## config.mk

```make
export PLATFORM = sky130hd
export DESIGN_NAME = gpu_op_arbiter
export DESIGN_NICKNAME = d
export VERILOG_FILES = /design/src/rtl/gpu_op_arbiter.sv
export SDC_FILE = /design/constraint.sdc
export NUM_CORES = 1
export LEC_CHECK = 0
export ABC_AREA = 1
export CAP_MARGIN = 0
export CORE_MARGIN = 2
export CORE_UTILIZATION = 33
export DETAILED_ROUTE_END_ITERATION = 8
export MAX_ROUTING_LAYER = met4
export PLACE_DENSITY = 0.78
export SLEW_MARGIN = 20
export SYNTH_ARGS = -nofsm -noshare
export SYNTH_HDL_FRONTEND = slang
export SYNTH_SLANG_ARGS = --single-unit
export TNS_END_PERCENT = 5
```

## constraint.sdc

```tcl
create_clock -name clk -period 2.2 [get_ports clk]
set_clock_uncertainty 0.15 [all_clocks]
set_input_delay 0.44 -clock clk [delete_from_list [all_inputs] [get_ports clk]]
set_output_delay 0.44 -clock clk [all_outputs]
set_load 0.01 [all_outputs]
```

## src/rtl/gpu_op_arbiter.sv

```systemverilog
// gpu_op_arbiter: round-robin arbiter that shares one GPU op port among
// REQ_COUNT draw requesters. A grant is issued only while the GPU reports
// idle (op_ready=1); after each issue the block spends one cycle ignoring
// op_ready (the GPU needs that long to lower it) and then waits for
// op_ready to rise again before the next grant.
//
// Ports:
//   clk        - single clock, all logic on posedge
//   rst        - synchronous active-high reset, honoured regardless of ce
//   ce         - clock enable; no register changes while low
//   req_op     - one gpu_op_t per requester
//   req_valid  - per-requester level request
//   req_ready  - per-requester accept pulse (one-hot or zero)
//   op         - op presented to the GPU, stable until the next grant
//   op_valid   - issue pulse to the GPU
//   op_ready   - GPU idle level
//   grant_idx  - index of the most recently granted requester
//   busy       - high whenever the FSM is not in IDLE

package gpu_op_pkg;
  typedef struct packed {
    logic [10:0] x;
    logic [10:0] y;
    logic [10:0] width;
    logic [10:0] height;
    logic        color;
    logic        mem_en;
    logic [10:0] mem_addr;
    logic [2:0]  scale;
  } gpu_op_t;
endpackage

module gpu_op_arbiter
  import gpu_op_pkg::*;
#(
  parameter int REQ_COUNT = 4,
  parameter int IDX_W     = $clog2(REQ_COUNT)
) (
  input  logic                     clk,
  input  logic                     rst,
  input  logic                     ce,
  input  gpu_op_t [REQ_COUNT-1:0]  req_op,
  input  logic    [REQ_COUNT-1:0]  req_valid,
  output logic    [REQ_COUNT-1:0]  req_ready,
  output gpu_op_t                  op,
  output logic                     op_valid,
  input  logic                     op_ready,
  output logic    [IDX_W-1:0]      grant_idx,
  output logic                     busy
);

  typedef enum logic [1:0] {
    IDLE            = 2'd0,
    WAIT_OP_READY_1 = 2'd1,
    WAIT_OP_READY_2 = 2'd2
  } state_t;

  state_t               state;
  logic                 found;
  logic [IDX_W-1:0]     pick;
  logic [IDX_W-1:0]     cand;
  logic [REQ_COUNT-1:0] one_lsb;

  assign one_lsb = {{(REQ_COUNT-1){1'b0}}, 1'b1};
  assign busy    = (state != IDLE);

  // Round-robin search starting just after the last grant. Starting the
  // search at grant_idx+1 is what pushes a requester that keeps req_valid
  // high behind every other pending requester.
  always_comb begin
    found = 1'b0;
    pick  = '0;
    cand  = '0;
    for (int k = 1; k <= REQ_COUNT; k++) begin
      cand = IDX_W'((int'(grant_idx) + k) % REQ_COUNT);
      if (!found && req_valid[cand]) begin
        found = 1'b1;
        pick  = cand;
      end
    end
  end

  // Grant FSM. Reset is checked ahead of ce so an abandoned transaction is
  // cleared even while the enable is low. grant_idx resets to the last
  // requester so that requester 0 is the first one searched.
  always_ff @(posedge clk) begin
    if (rst) begin
      state     <= IDLE;
      op        <= '0;
      op_valid  <= 1'b0;
      req_ready <= '0;
      grant_idx <= IDX_W'(REQ_COUNT - 1);
    end else if (ce) begin
      case (state)
        IDLE: begin
          if (op_ready && found) begin
            op        <= req_op[pick];
            op_valid  <= 1'b1;
            req_ready <= one_lsb << pick;
            grant_idx <= pick;
            state     <= WAIT_OP_READY_1;
          end else begin
            op_valid  <= 1'b0;
            req_ready <= '0;
          end
        end
        // op_ready may still show the pre-issue idle level here, so it is
        // deliberately not looked at.
        WAIT_OP_READY_1: begin
          op_valid  <= 1'b0;
          req_ready <= '0;
          state     <= WAIT_OP_READY_2;
        end
        WAIT_OP_READY_2: begin
          op_valid  <= 1'b0;
          req_ready <= '0;
          if (op_ready) begin
            state <= IDLE;
          end
        end
        default: begin
          op_valid  <= 1'b0;
          req_ready <= '0;
          state     <= IDLE;
        end
      endcase
    end
  end

endmodule

```

**Track usage over the die**

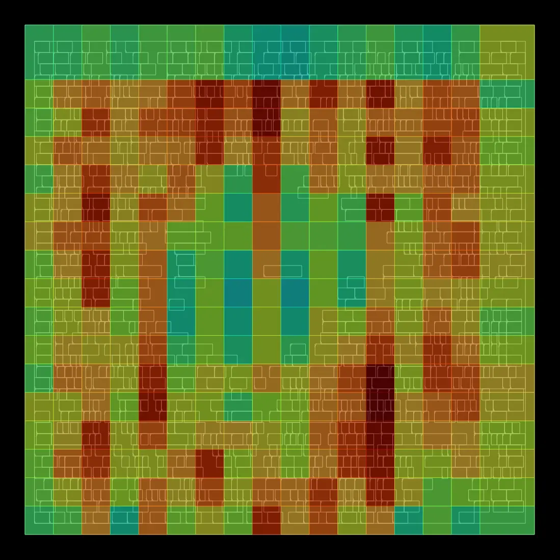
met2 Usage GRT: 44.6%
fin util: 67.6%
met1 global-route usage: 29.4%
WL per Instance: 17.9 um

**Sequential cells coloured by netlist name**

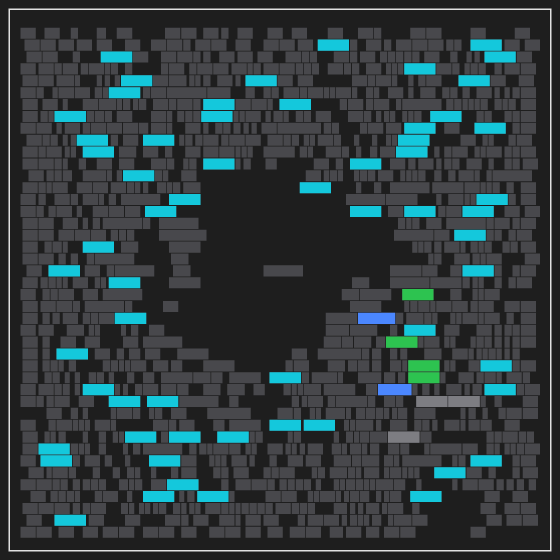
legend:
  grant_idx:
    colour: blue
    flops: 2
  op:
    colour: cyan
    flops: 60
    where: all over the die
  req_ready:
    colour: green
    flops: 4
not coloured: 3

**Placed cells, one colour a class**

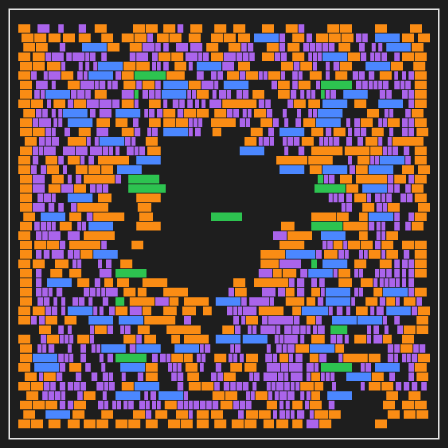
legend:
  clock drivers and dummy loads:
    colour: green
    cells: 16
  sequential cells:
    colour: blue
    cells: 69
  remaining buffers and delay cells:
    colour: orange
    cells: 394
  combinational and other logic:
    colour: purple
    cells: 638
Row Count: 43
Finished Cell Area: 0.00942 mm2

==> impl_metrics.toml <==
# physical design summary
[yosys]
synth.yosys.warnings = 0
logic_family = "simple AND/OR/NAND/NOR gates"
ys_types = 24
syn_nets = 1024
avgSynthCellArea_um2 = 6.09
synth.cellmix.compoundShare_pct = 7.57
synth_adder_area_share_pct = 0
ys_cells = 776
async_flop_share_pct = 0
yosys-mux-area-fraction_pct = 0

[finish]
top_regs = "op x60, req_ready x4"
drive_above_1_share_pct = 15.3

[detailed_routing]
drc = 0
wl_met1_um = 8960
dr_wl_met2_um = 11300

[place]
io_buffers = 315
dpl_cell_area_mm2 = 0.00829

[setup_path]
start_kind = "flip-flop"
cp-startpoint = "grant_idx[0]"
worstReg2RegEnd = "op[20]"
cp_top_family = "simple AND/OR/NAND/NOR gates"
r2r_cells = 15
cp.depth = 15

[power_and_ir_drop]
power_density_mw_per_mm2 = 766
swShare_pct = 38.7
power.share.clock_pct = 20.6
leakage_nw = 3.82
top_power_group = "combinational logic"

[outcome]
outcome = "complete, but fails checks"
failed_checks = "negative setup slack"

[timing]
setup_violations = 49
finalClockPeriodUsage_pct = 104
period_needed_ns = 2.29
final.setup.tns_ns = -1.14
fin_ws_ns = -0.0950

[global_routing]
grt_pass1_vias = 6000
grt_max_degree = 62

[clock_network]
clk_path_buf_depth = 2
clk_pin_slew_ns = 0.06
clock_latency_ns = 0.34
htreeDepth = 3

[worst_hold_path]
worstHoldPathCells = 2
min_from = "req_ready[0]"

[floorplan]
core-area_mm2 = 0.0139
**Cells by drive strength**

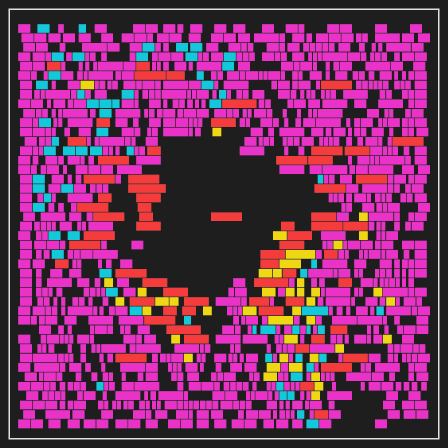
legend:
  _6 and larger:
    colour: red
    cells: 65
    share: 5.8%
  _2 cells:
    colour: cyan
    cells: 64
    share: 5.7%
  _0 and _1 cells:
    colour: magenta
    cells: 946
    share: 85%
  _3 and _4 cells:
    colour: yellow
    cells: 42
    share: 3.8%
Final WS setup: -0.0950 ns
P&R area growth vs syn: 99.3%
Buffers excl. clock: 394

**Local utilization**

12 x 12 tiles, from black (low) to pale yellow (high), 0 to 100% covered.
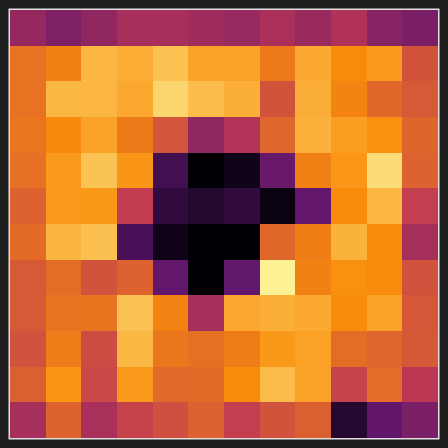
fullest tile: 97%
emptiest ninth of the die: centre
mean over tiles: 60%
tiles over 75% full: 30%
nearly empty tiles: 2.8%

==> final cells by class <==
type / count / area (um2) / area share, %
clock inverters: 4 / 47.5 / 0.505
clock buffers: 12 / 246 / 2.62
inverters: 12 / 62.6 / 0.664
flip-flops and latches: 69 / 1390 / 14.7
repair buffers: 394 / 4300 / 45.7
multi-input cells: 626 / 3140 / 33.4
well taps: 180 / 225 / 2.39
==> tightest hold or removal path, stage by stage, from the launching register on <==
cell     delay [ns]
dfxtp_1        0.31
nand2_1        0.06
a21oi_1        0.05
==> what timing repair did <==
| item | in CTS | in global routing |
|---|---|---|
| resized | 29 | 95 |
| gates cloned | 2 | 11 |
| buffers inserted | 9 | 4 |
| endpoints found under the setup margin | 61 | 66 |
| pin swaps | 9 | 46 |
